### Logic cells by family, run 1

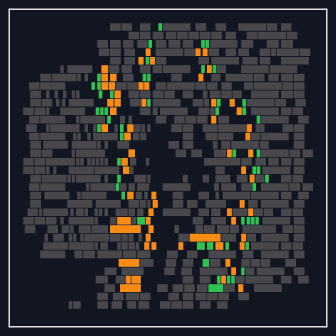
### Placed standard cells, run 1

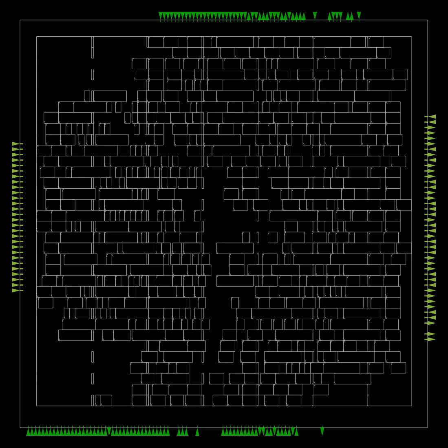
### Clock wires, drivers and flops, run 1

The bar under the picture is 20 µm long.
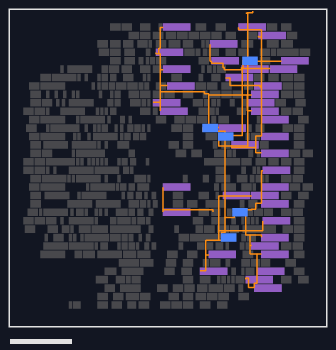
[config.mk]
export PLATFORM = sky130hd
export DESIGN_NAME = core_write_back_flat
export DESIGN_NICKNAME = d
export VERILOG_FILES = /design/src/rtl/core_pkg.sv /design/src/rtl/core_write_back_if.sv /design/src/rtl/core_load_align.sv /design/src/rtl/core_write_back.sv /design/src/flat_wrapper.sv
export SDC_FILE = /design/constraint.sdc
export NUM_CORES = 1
export LEC_CHECK = 0
export CAP_MARGIN = 5
export CORE_MARGIN = 4
export CORE_UTILIZATION = 40
export CTS_CLUSTER_SIZE = 30
export DETAILED_ROUTE_END_ITERATION = 16
export GPL_TIMING_DRIVEN = 0
export PLACE_DENSITY = 0.81
export SKIP_LAST_GASP = 1
export SLEW_MARGIN = 10
export SYNTH_ARGS = -nofsm -noshare
export SYNTH_HDL_FRONTEND = slang
export SYNTH_HIERARCHICAL = 1
export SYNTH_SLANG_ARGS = --single-unit
[constraint.sdc]
create_clock -name i_clk -period 2.7 [get_ports i_clk]
set_clock_uncertainty 0.05 [all_clocks]
set_input_delay 0.405 -clock i_clk [delete_from_list [all_inputs] [get_ports i_clk]]
set_output_delay 0.405 -clock i_clk [all_outputs]
set_load 0.01 [all_outputs]
[src/rtl/core_pkg.sv]
// ---------------------------------------------------------------------------
// core_pkg
// Shared definitions for the write-back stage:
//   - RESULT_SRC_* result-select encodings (result_src_e)
//   - funct3 load-type constants
//   - write-back FSM state enum (wb_state_e)
//   - load_size_bytes(): access size in bytes of a load funct3
// ---------------------------------------------------------------------------
package core_pkg;

    typedef enum logic [1:0] {
        RESULT_SRC_ALU    = 2'd0,
        RESULT_SRC_MEMORY = 2'd1,
        RESULT_SRC_PC_P4  = 2'd2
    } result_src_e;

    localparam logic [2:0] FUNCT3_LB  = 3'b000;
    localparam logic [2:0] FUNCT3_LH  = 3'b001;
    localparam logic [2:0] FUNCT3_LW  = 3'b010;
    localparam logic [2:0] FUNCT3_LD  = 3'b011;
    localparam logic [2:0] FUNCT3_LBU = 3'b100;
    localparam logic [2:0] FUNCT3_LHU = 3'b101;
    localparam logic [2:0] FUNCT3_LWU = 3'b110;

    typedef enum logic {
        IDLE    = 1'b0,
        WAIT_HI = 1'b1
    } wb_state_e;

    // Size 0 marks an illegal load type: it never crosses a beat and reads as 0.
    function automatic logic [3:0] load_size_bytes(input logic [2:0] funct3,
                                                   input logic       rv64);
        case (funct3)
            FUNCT3_LB, FUNCT3_LBU: load_size_bytes = 4'd1;
            FUNCT3_LH, FUNCT3_LHU: load_size_bytes = 4'd2;
            FUNCT3_LW:             load_size_bytes = 4'd4;
            FUNCT3_LWU:            load_size_bytes = rv64 ? 4'd4 : 4'd0;
            FUNCT3_LD:             load_size_bytes = rv64 ? 4'd8 : 4'd0;
            default:               load_size_bytes = 4'd0;
        endcase
    endfunction

endpackage

[src/rtl/core_write_back_if.sv]
// ---------------------------------------------------------------------------
// core_write_back_if
// Bundle of all non-clock/reset signals of core_write_back.
//   i_valid/o_ready         upstream request handshake
//   i_data, i_alu_result,   request payload (load beat, ALU result / address,
//   i_pc_p4, i_funct3,      PC+4 bits [XLEN-1:2], load type, result select,
//   i_res_src, i_rd         destination register)
//   o_hi_req/i_hi_valid/    next-beat fetch for loads crossing a beat
//   i_hi_data
//   o_valid/i_ready,        downstream result handshake and payload
//   o_data, o_rd, o_misaligned
// Modports: master = upstream/downstream environment, slave = write-back stage.
// ---------------------------------------------------------------------------
interface core_write_back_if #(
    parameter int XLEN = 32,
    parameter int RD_W = 5
);
    logic            i_valid;
    logic            o_ready;
    logic [XLEN-1:0] i_data;
    logic [XLEN-1:0] i_alu_result;
    logic [XLEN-3:0] i_pc_p4;
    logic [2:0]      i_funct3;
    logic [1:0]      i_res_src;
    logic [RD_W-1:0] i_rd;
    logic            o_hi_req;
    logic            i_hi_valid;
    logic [XLEN-1:0] i_hi_data;
    logic            o_valid;
    logic            i_ready;
    logic [XLEN-1:0] o_data;
    logic [RD_W-1:0] o_rd;
    logic            o_misaligned;

    modport master (
        output i_valid, i_data, i_alu_result, i_pc_p4, i_funct3, i_res_src, i_rd,
               i_hi_valid, i_hi_data, i_ready,
        input  o_ready, o_hi_req, o_valid, o_data, o_rd, o_misaligned
    );

    modport slave (
        input  i_valid, i_data, i_alu_result, i_pc_p4, i_funct3, i_res_src, i_rd,
               i_hi_valid, i_hi_data, i_ready,
        output o_ready, o_hi_req, o_valid, o_data, o_rd, o_misaligned
    );
endinterface

[src/rtl/core_load_align.sv]
// ---------------------------------------------------------------------------
// core_load_align
// Combinational load extraction: shifts a two-beat window right by the byte
// offset and sign/zero-extends the selected byte/half/word(/double) to XLEN.
//   i_window  {high beat, low beat}; high beat is zero for single-beat loads
//   i_offset  byte offset of the load inside the low beat
//   i_funct3  load type
//   o_result  extended load value, 0 for an unsupported funct3
// ---------------------------------------------------------------------------
module core_load_align
    import core_pkg::*;
#(
    parameter  int XLEN  = 32,
    localparam int OFF_W = $clog2(XLEN / 8)
) (
    input  logic [2*XLEN-1:0] i_window,
    input  logic [OFF_W-1:0]  i_offset,
    input  logic [2:0]        i_funct3,
    output logic [XLEN-1:0]   o_result
);

    logic [XLEN-1:0] shifted;

    always_comb begin
        shifted  = XLEN'(i_window >> {i_offset, 3'b000});
        o_result = '0;
        case (i_funct3)
            FUNCT3_LB:  o_result = XLEN'($signed(shifted[7:0]));
            FUNCT3_LH:  o_result = XLEN'($signed(shifted[15:0]));
            FUNCT3_LW:  o_result = XLEN'($signed(shifted[31:0]));
            FUNCT3_LBU: o_result = XLEN'(shifted[7:0]);
            FUNCT3_LHU: o_result = XLEN'(shifted[15:0]);
            // Doubleword and unsigned word only exist on a 64-bit datapath.
            FUNCT3_LD:  if (XLEN == 64) o_result = shifted;
            FUNCT3_LWU: if (XLEN == 64) o_result = XLEN'(shifted[31:0]);
            default:    o_result = '0;
        endcase
    end

endmodule

[src/rtl/core_write_back.sv]
// ---------------------------------------------------------------------------
// core_write_back
// Write-back stage: selects ALU result, extracted load or PC+4, and registers
// it towards the register file with a valid/ready handshake.
//   i_clk      clock, rising edge
//   i_reset_n  asynchronous active-low reset
//   wb         core_write_back_if.slave (request, next-beat and result ports)
// Build option CORE_MISALIGNED_LOAD_EN: when defined, a load crossing the beat
// boundary waits (WAIT_HI) for the next beat and merges both; when undefined
// such a load completes at once with o_data 0 and o_misaligned 1.
// ---------------------------------------------------------------------------
module core_write_back
    import core_pkg::*;
#(
    parameter int XLEN = 32,
    parameter int RD_W = 5
) (
    input logic              i_clk,
    input logic              i_reset_n,
    core_write_back_if.slave wb
);

    localparam int OFF_W      = $clog2(XLEN / 8);
    localparam int BEAT_BYTES = XLEN / 8;

    logic              valid_q, valid_d;
    logic [XLEN-1:0]   data_q, data_d;
    logic [RD_W-1:0]   rd_q, rd_d;
    logic              misaligned_q, misaligned_d;

    logic              accept;
    logic              crossing;
    logic [OFF_W-1:0]  req_offset;
    logic [3:0]        req_size;
    logic [XLEN-1:0]   req_result;
    logic [2*XLEN-1:0] align_window;
    logic [OFF_W-1:0]  align_offset;
    logic [2:0]        align_funct3;
    logic [XLEN-1:0]   align_result;

`ifdef CORE_MISALIGNED_LOAD_EN
    wb_state_e         state_q, state_d;
    logic              hi_req_q, hi_req_d;
    logic [XLEN-1:0]   lo_beat_q, lo_beat_d;
    logic [OFF_W-1:0]  offset_q, offset_d;
    logic [2:0]        funct3_q, funct3_d;
    logic [RD_W-1:0]   pend_rd_q, pend_rd_d;

    assign wb.o_ready  = (state_q == IDLE) && (!valid_q || wb.i_ready);
    assign wb.o_hi_req = hi_req_q;

    // While waiting, the aligner works on the captured low beat and the
    // incoming high beat so the merged result is ready on i_hi_valid.
    always_comb begin
        if (state_q == WAIT_HI) begin
            align_window = {wb.i_hi_data, lo_beat_q};
            align_offset = offset_q;
            align_funct3 = funct3_q;
        end else begin
            align_window = {{XLEN{1'b0}}, wb.i_data};
            align_offset = req_offset;
            align_funct3 = wb.i_funct3;
        end
    end
`else
    logic unused_hi_beat;

    assign unused_hi_beat = ^{wb.i_hi_valid, wb.i_hi_data};
    assign wb.o_ready     = !valid_q || wb.i_ready;
    assign wb.o_hi_req    = 1'b0;
    assign align_window   = {{XLEN{1'b0}}, wb.i_data};
    assign align_offset   = req_offset;
    assign align_funct3   = wb.i_funct3;
`endif

    assign accept     = wb.i_valid && wb.o_ready;
    assign req_offset = wb.i_alu_result[OFF_W-1:0];
    assign req_size   = load_size_bytes(wb.i_funct3, XLEN == 64);
    // Only memory results can be misaligned; other sources ignore the address.
    assign crossing   = (wb.i_res_src == RESULT_SRC_MEMORY) &&
                        ((5'(req_offset) + 5'(req_size)) > 5'(BEAT_BYTES));

    core_load_align #(.XLEN(XLEN)) u_load_align (
        .i_window (align_window),
        .i_offset (align_offset),
        .i_funct3 (align_funct3),
        .o_result (align_result)
    );

    always_comb begin
        case (wb.i_res_src)
            RESULT_SRC_ALU:    req_result = wb.i_alu_result;
            RESULT_SRC_MEMORY: req_result = align_result;
            RESULT_SRC_PC_P4:  req_result = {wb.i_pc_p4, 2'b00};
            default:           req_result = '0;
        endcase
    end

    always_comb begin
        valid_d      = valid_q;
        data_d       = data_q;
        rd_d         = rd_q;
        misaligned_d = misaligned_q;
`ifdef CORE_MISALIGNED_LOAD_EN
        state_d      = state_q;
        hi_req_d     = hi_req_q;
        lo_beat_d    = lo_beat_q;
        offset_d     = offset_q;
        funct3_d     = funct3_q;
        pend_rd_d    = pend_rd_q;
`endif
        if (valid_q && wb.i_ready) begin
            valid_d = 1'b0;
        end
        if (accept) begin
            if (crossing) begin
`ifdef CORE_MISALIGNED_LOAD_EN
                state_d   = WAIT_HI;
                hi_req_d  = 1'b1;
                lo_beat_d = wb.i_data;
                offset_d  = req_offset;
                funct3_d  = wb.i_funct3;
                pend_rd_d = wb.i_rd;
`else
                valid_d      = 1'b1;
                data_d       = '0;
                misaligned_d = 1'b1;
                rd_d         = wb.i_rd;
`endif
            end else begin
                valid_d      = 1'b1;
                data_d       = req_result;
                misaligned_d = 1'b0;
                rd_d         = wb.i_rd;
            end
        end
`ifdef CORE_MISALIGNED_LOAD_EN
        // o_valid is always low in WAIT_HI, so the merged result never
        // overwrites an unconsumed output.
        if ((state_q == WAIT_HI) && wb.i_hi_valid) begin
            state_d      = IDLE;
            hi_req_d     = 1'b0;
            valid_d      = 1'b1;
            data_d       = align_result;
            misaligned_d = 1'b0;
            rd_d         = pend_rd_q;
        end
`endif
    end

    always_ff @(posedge i_clk or negedge i_reset_n) begin
        if (!i_reset_n) begin
            valid_q      <= 1'b0;
            data_q       <= '0;
            rd_q         <= '0;
            misaligned_q <= 1'b0;
        end else begin
            valid_q      <= valid_d;
            data_q       <= data_d;
            rd_q         <= rd_d;
            misaligned_q <= misaligned_d;
        end
    end

`ifdef CORE_MISALIGNED_LOAD_EN
    always_ff @(posedge i_clk or negedge i_reset_n) begin
        if (!i_reset_n) begin
            state_q   <= IDLE;
            hi_req_q  <= 1'b0;
            lo_beat_q <= '0;
            offset_q  <= '0;
            funct3_q  <= '0;
            pend_rd_q <= '0;
        end else begin
            state_q   <= state_d;
            hi_req_q  <= hi_req_d;
            lo_beat_q <= lo_beat_d;
            offset_q  <= offset_d;
            funct3_q  <= funct3_d;
            pend_rd_q <= pend_rd_d;
        end
    end
`endif

    assign wb.o_valid      = valid_q;
    assign wb.o_data       = data_q;
    assign wb.o_rd         = rd_q;
    assign wb.o_misaligned = misaligned_q;

endmodule

[src/flat_wrapper.sv]
// flat-port wrapper written by rule: the top's interface ports become plain ports
module core_write_back_flat import core_pkg::*;
#(
    parameter int XLEN = 32,
    parameter int RD_W = 5
)
  (i_clk, i_reset_n, wb_i_valid, wb_i_data, wb_i_alu_result, wb_i_pc_p4, wb_i_funct3, wb_i_res_src, wb_i_rd, wb_i_hi_valid, wb_i_hi_data, wb_i_ready, wb_o_ready, wb_o_hi_req, wb_o_valid, wb_o_data, wb_o_rd, wb_o_misaligned);
  core_write_back_if #(.XLEN(XLEN), .RD_W(RD_W)) wb_i ();
  input logic i_clk;
  input logic i_reset_n;
  input wire logic [$bits(wb_i.i_valid)-1:0] wb_i_valid;
  input wire logic [$bits(wb_i.i_data)-1:0] wb_i_data;
  input wire logic [$bits(wb_i.i_alu_result)-1:0] wb_i_alu_result;
  input wire logic [$bits(wb_i.i_pc_p4)-1:0] wb_i_pc_p4;
  input wire logic [$bits(wb_i.i_funct3)-1:0] wb_i_funct3;
  input wire logic [$bits(wb_i.i_res_src)-1:0] wb_i_res_src;
  input wire logic [$bits(wb_i.i_rd)-1:0] wb_i_rd;
  input wire logic [$bits(wb_i.i_hi_valid)-1:0] wb_i_hi_valid;
  input wire logic [$bits(wb_i.i_hi_data)-1:0] wb_i_hi_data;
  input wire logic [$bits(wb_i.i_ready)-1:0] wb_i_ready;
  output wire logic [$bits(wb_i.o_ready)-1:0] wb_o_ready;
  output wire logic [$bits(wb_i.o_hi_req)-1:0] wb_o_hi_req;
  output wire logic [$bits(wb_i.o_valid)-1:0] wb_o_valid;
  output wire logic [$bits(wb_i.o_data)-1:0] wb_o_data;
  output wire logic [$bits(wb_i.o_rd)-1:0] wb_o_rd;
  output wire logic [$bits(wb_i.o_misaligned)-1:0] wb_o_misaligned;
  assign wb_i.i_valid = wb_i_valid;
  assign wb_i.i_data = wb_i_data;
  assign wb_i.i_alu_result = wb_i_alu_result;
  assign wb_i.i_pc_p4 = wb_i_pc_p4;
  assign wb_i.i_funct3 = wb_i_funct3;
  assign wb_i.i_res_src = wb_i_res_src;
  assign wb_i.i_rd = wb_i_rd;
  assign wb_i.i_hi_valid = wb_i_hi_valid;
  assign wb_i.i_hi_data = wb_i_hi_data;
  assign wb_i.i_ready = wb_i_ready;
  assign wb_o_ready = wb_i.o_ready;
  assign wb_o_hi_req = wb_i.o_hi_req;
  assign wb_o_valid = wb_i.o_valid;
  assign wb_o_data = wb_i.o_data;
  assign wb_o_rd = wb_i.o_rd;
  assign wb_o_misaligned = wb_i.o_misaligned;
  core_write_back #(.XLEN(XLEN), .RD_W(RD_W)) u_core (.i_clk(i_clk), .i_reset_n(i_reset_n), .wb(wb_i));
endmodule
==> out/writeup.txt, run 1 <==
The timing report gives the worst reg2reg path a setup slack of 1.18 ns. The tools report the maximum level of the CTS H-tree as 2. The worst-case IR drop observed on VDD is 0.245 mV. Classification of the worst-slack hold path: flop to flop. The DRC violations left is 0, and the part of the power in registers is 34.0%. The global-route usage over all layers is 21.0%. The worst-case reg-to-reg path depth was 6; the power in combinational cells was 0.000896 W.

The register with the most flip-flops in the layout has 32 of them. The critical path in the final layout is reported with a setup slack of 0.107 ns. The core region is 8680 µm².

In the post-synthesis netlist, the biggest area contributors are sky130_fd_sc_hd__dfrtp_1 28%, sky130_fd_sc_hd__mux4_2 18%, sky130_fd_sc_hd__mux2i_1 9.1%, sky130_fd_sc_hd__o21ai_0 5.7%, sky130_fd_sc_hd__nand2_1 5.0%. TritonCTS built the clock tree. Routing usage on met3: 1.64%.

The area overhead of the layout relative to synthesis was 54.7%; the number of buffers created by CTS was 5. The post-detailed-route via-to-cell ratio was 5.31. Highest net fanout along the worst path: 10. Sink of the worst hold path: u_core/wb.o_misaligned$_DFFE_PN0P_. The final total power came out at 0.00210 W.

The buffer levels on the longest clock path was 2. Most common flop cell mapped by yosys: sky130_fd_sc_hd__dfrtp_1. The static leakage power was 2.36 nW. For the clock buffer count in the final layout, the log shows 5. The register clock-pin slew on the reported worst setup and hold paths is 0.08 ns, and the share of final layout cell area taken by non-clock buffers is 32.6%.

The repair_antennas step left the layout with diodes totalling 0. The number of non-clock buffers in the layout came out at 181. The tightest hold path in the finished design has a slack of 0.448 ns. The script logs the mean routed wire length per placed instance as 17.4 µm. By startpoint and endpoint, the worst setup path is classified as primary input to flop.

According to the finish report, the design has a final net count of 671. Cell type with the highest aggregate area in the netlist: sky130_fd_sc_hd__dfrtp_1. With the post-CTS setup repair buffer count at 1, the number of logic inverters in the finished layout is 7. The placement stage leaves a total instance area of 5330 µm². STA classifies the critical path startpoint as a primary input. A synthesized cell averages 11.0 µm². The global routing report lists met2 layer usage as 37.8%. With the post-synthesis compound-gate area fraction at 19.9%, the number of iterations in the first detailed-routing pass is 4. In the Yosys report, the sequential cells make up 27.6% of the chip area.

The HPWL after detailed placement is 9540 µm. The run finished with clean final reports. Parity-gate share of the synthesized area counting xor and xnor cells: 0%.

Per STA, the worst path is made up of clkdlybuf4s50_1, buf_6, mux2_2, a32oi_4, buf_6, a31oi_1, mux2i_1, o21ai_0, a22o_2. The reg-to-reg critical path startpoint was u_core/wb.o_valid$_DFFE_PN0P_. After layout, the minimum clock period comes to 2.59 ns.

Library cell contributing the largest single delay on the critical path: sky130_fd_sc_hd__clkdlybuf4s50_1. Leaving out buffers and inverters, the combinational logic in the layout accounts for 2440 µm². In the layout the commonest cells are 143 x sky130_fd_sc_hd__clkdlybuf4s50_1, 49 x sky130_fd_sc_hd__conb_1, 47 x sky130_fd_sc_hd__nand2_1. The run gives 28 for the pin count of the biggest net entering global routing. The floorplan step records an initial core utilization of 40.8%.

Yosys reported a register bit count of 39. Kind of cell adding the most delay to the critical path: buffers and inverters. In the finished design, the share of the clock period the worst path needs comes to 96.0%. The vertical die dimension is 102 µm. The cts-stage hold buffer count is 1, and the share of Yosys cell area claimed by the top area cell type is 27.6%. The violation count after the first detailed-routing iteration came out at 123. The logs give 3379 for the overall via count from detail_route and 0 for the final max-slew violation count. With the total power divided by cell area at 384 nW/µm², the number of cells produced by synthesis is 323.

Group drawing the most power: combinational logic. The final instance area is 5480 µm². The run gives 42.6% for the relative contribution of combinational cells to total power.

The logs give -0.367 ns for the worst setup slack after placement and 10400 µm² for the die area. Per the post-route antenna check, the number of violating nets is 0. The leading cell type by number of instances after synthesis was sky130_fd_sc_hd__nand2_1.

The run gives 0 for the number of enable flip-flop cells. The run gives 3 for the combined buffer and inverter count along the critical path. With the Yosys chip area at 3540 µm², the multi-input logic cell count is 293.

The number of stages on the worst setup path was 9; the summed instance area of the synthesized netlist was 3540 µm². The die is 102 µm wide. Per the synthesis report, the adder-cell share of the synthesized area is 1.27%. The warning count from the yosys run was 6. Counting stages on the worst path, the most repeated cell is sky130_fd_sc_hd__buf_6.

Once the clock tree was built, the resizer swapped 2 gates to a different size. The launch point of the worst min-delay path is recorded as u_core/wb.o_misaligned$_DFFE_PN0P_. The routed design uses 659 µm of met3 wire.

182 I/O pins were placed. The proportion of layout cells with a drive suffix above 1 came out at 18.6%. After Yosys synthesis, and, or, nand and nor cells account for 9.76% of the synthesized area. The achievable clock frequency came out at 386 MHz. The max-slew check reports its worst relative slack as 65.9%. The net load switching power came out at 0.000624 W. The logs give 17000 µm for the first-pass GRT wire length and 0 for the initial antenna violation count.

Recorded from the global router log, the overflow total was 0. The number of global-route vias before repair was 3308; the OpenROAD warning count was 59. The transition time recorded at the tightest slew-check pin is 0.497 ns. The tools report the startpoint of the worst setup timing path as wb_i_alu_result[1]. The clock tree has to reach 39 sinks.

After routing, the total negative slack on setup checks comes to 0 ns. Main logic family after synthesis: multiplexers. The kind of capture point of the worst setup path is a flop. The critical path required time was 2.84 ns; the routed metal-1 wirelength was 4390 µm. Endpoint of the worst-slack reg-to-reg timing path: u_core/wb.o_data[26]$_DFFE_PN0P_. The commonest cells after synthesis are 47 x sky130_fd_sc_hd__nand2_1, 40 x sky130_fd_sc_hd__o21ai_0, 39 x sky130_fd_sc_hd__dfrtp_1. Of the total power, the share spent switching nets is 29.7%. The tools report the final setup violation count as 0. The busiest metal layer after global routing is met2. Cell internal power was estimated by the tool at 0.00148 W. Per the synth stats, the proportion of register bits with asynchronous set or reset is 100%. The synth_stat.txt file lists the number of cells as 323.

After its last routability iteration, the placer logged a weighted congestion of 0.889. The cell chosen for the clock root was sky130_fd_sc_hd__clkbuf_8. The number of buffers added on ports was 146.

On the worst path, the slowest cell contributes a delay of 0.61 ns. The highest routed metal layer is met4. Across the run, the number of max-cap violations was 0. The sequential cell area in the final layout was 976 µm²; the final wirelength was 11000 µm.
Back to the opening pictures, 'Logic cells by family':
legend:
  green:
    family: nand cells
    cells: 52
  orange:
    family: aoi and oai cells
    cells: 63
combinational fraction of the cell area: 44.6%
most frequent logic cell in the layout: sky130_fd_sc_hd__clkdlybuf4s50_1
final non-filler cell total: 636

Back to the opening pictures, 'Placed standard cells':
post-layout util: 63.1%
num tapcells: 108
num sequential: 39
# fillers: 736
share of the final layout cell area in sequential cells: 17.8%

Back to the opening pictures, 'Clock wires, drivers and flops':
legend:
  orange:
    item: clock wires
    length: 484 µm
  purple:
    item: flip-flops
    count: 39
  blue:
    item: clock-net drivers
    count: 5
routed clock nets: 6
power in the clock group: 0.000492 W
portion of total power attributed to the clock network: 23.4%
Latency at later pin: 0.29 ns

==> inputs of run 2 (changes only) <==
Clock period 2.7 ns to 3.34 ns, I/O delays scaled along.
### M2 wires, run 2

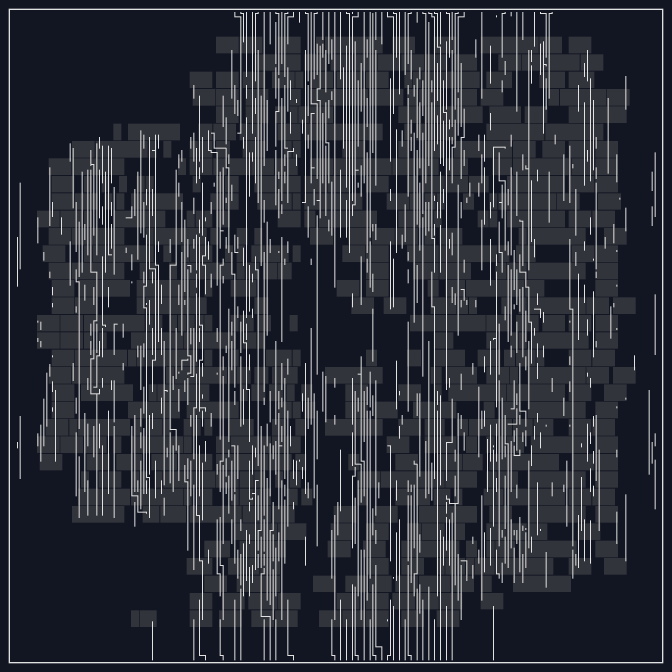
main direction: vertical
nets with wire on the layer: 554
Global Route met2 Usage: 37.8%
via total after detailed routing: 3362
overall routed net length: 11000 µm

### Clock wires, drivers and flops, run 2

The bar under the picture is 20 µm long.
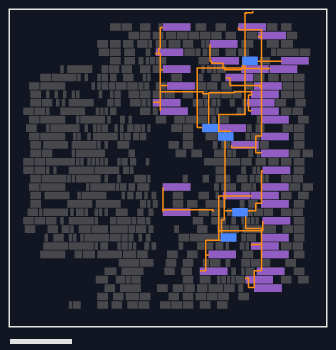
legend:
  orange:
    item: clock wires
    length: 489 µm
  blue:
    item: clock-net drivers
    count: 5
  purple:
    item: flip-flops
    count: 39
routed clock nets: 6
power in the clock group: 0.000398 W

==> out/writeup.txt, run 2 <==
The warning tally printed by Yosys for this design is 6. The critical path starts at wb_i_funct3[0]. The adder-cell share of the synthesized area works out to 1.27%. Buffers placed on the I/O ports in this run total 146. Along the worst path, the maximum fanout reaches 10.

TritonCTS created 5 clock buffers. The final critical delay including setup and external delays is 2.90 ns. Once detailed placement completed, the half-perimeter wirelength came to 9540 µm.

The first TritonRoute pass finished after 4 iterations. The number of global-route vias before repair is 3312. The leakage power in the latest report is 2.34 nW. The tools report the first-pass GRT wire length as 17000 µm.

Per the synth stats, the flop cell with the highest instance count is sky130_fd_sc_hd__dfrtp_1. The buffer levels on the longest clock path is 2, and the summed instance area of the synthesized netlist is 3540 µm². After synthesis, the largest area contributor takes up 27.6% of total cell area. The count of filler cells inserted in the layout is 740, and the cts-stage hold buffer count is 0. With the Yosys chip area at 3540 µm², the area of the core is 8680 µm². The tree is rooted in a sky130_fd_sc_hd__clkbuf_8. For reference, compound AND-OR and OR-AND cells occupy 19.9% of the area reported after synthesis.

The number of stages on the worst setup path works out to 9. The total power divided by cell area is 311 nW/µm². Yosys reported that registers with async set or reset make up 100%. The clock buffers instantiated in the layout total 5. Detailed placement reports a standard cell area of 5330 µm². Power in combinational cells: 0.000720 W. For the pin with the worst max-slew slack, the measured transition is 0.482 ns. The share of the clock period used by the worst path after layout works out to 86.9%.

The number of logic inverters in the finished layout works out to 7. Sequential cells placed in the final layout were counted as 39. The logs give 2430 µm² for the combinational gate area and 0.29 ns for the insertion delay of the later-clocked pin in the worst-skew pair. The reg-to-reg critical path startpoint was u_core/wb.o_valid$_DFFE_PN0P_.

The number of gates resized after cts was 0; the post-layout instance count excluding filler cells was 634. Global-route usage over all layers: 21.0%. Type of the worst setup path: primary input to flop. Max-cap violations in this run came to 0.

The maximum level of the CTS H-tree is 2. With the net load switching power at 0.000503 W, the DRC violations left is 0. VDD sags by at most 0.199 mV. Relative contribution of combinational cells to total power: 42.5%. Looking at the worst setup and hold paths, the clock pins of their registers show a slew of 0.08 ns. The proportion of cell area occupied by multi-input gates works out to 44.6%. The tools report the post-CTS setup repair buffer count as 0. By instance count, the cell type seen most on the critical path is sky130_fd_sc_hd__nor2_1. The remaining number of nets flagged by the antenna check after routing was 0.

For reference, the top cells by area after synthesis are sky130_fd_sc_hd__dfrtp_1 28%, sky130_fd_sc_hd__mux4_2 18%, sky130_fd_sc_hd__mux2i_1 9.1%, sky130_fd_sc_hd__o21ai_0 5.7%, sky130_fd_sc_hd__nand2_1 5.0%. Headroom to the max-slew limit came out at 66.9%. Overall power consumption after layout is estimated at 0.00170 W. The vertical die dimension came out at 102 µm. The run gives 23.4% for the clock network fraction of design power. The run gives 0 for the final antenna diode count. In this run the critical register-to-register path is captured at u_core/wb.o_data[26]$_DFFE_PN0P_.

The layout report gives the register share of total cell area as 17.9%. The run gives 0 as the initial antenna violation count. The critical path's slowest stage uses the library cell sky130_fd_sc_hd__clkdlybuf4s50_1. Once the floorplan was initialized, standard cells occupied 40.8% of the core.

In the synthesized netlist, the cells that appear most often are 47 x sky130_fd_sc_hd__nand2_1, 40 x sky130_fd_sc_hd__o21ai_0, 39 x sky130_fd_sc_hd__dfrtp_1. Yosys mapped a number of flops with a built-in enable equal to 0. With the routing usage on met3 at 1.64%, the violation count after the first detailed-routing iteration is 107. For the final max-slew violation count, the log shows 0.

The flow ran to the end, and the final reports show no timing, DRC or antenna violations. The cell sequence reported for the critical path is clkdlybuf4s50_1, nor2_1, ha_1, fa_1, o21ai_0, nor2_1, o41ai_4, buf_6, a22o_2. The top cell types in the final layout, fill and taps aside, are 145 x sky130_fd_sc_hd__clkdlybuf4s50_1, 49 x sky130_fd_sc_hd__conb_1, 47 x sky130_fd_sc_hd__nand2_1. The final instance area came out at 5440 µm².

The per-instance average area after synthesis is 11.0 µm², and the met3 layer wire length in the routed design is 629 µm. Highest routed metal layer: met4.
Power is estimated from default activity; no workload was simulated.
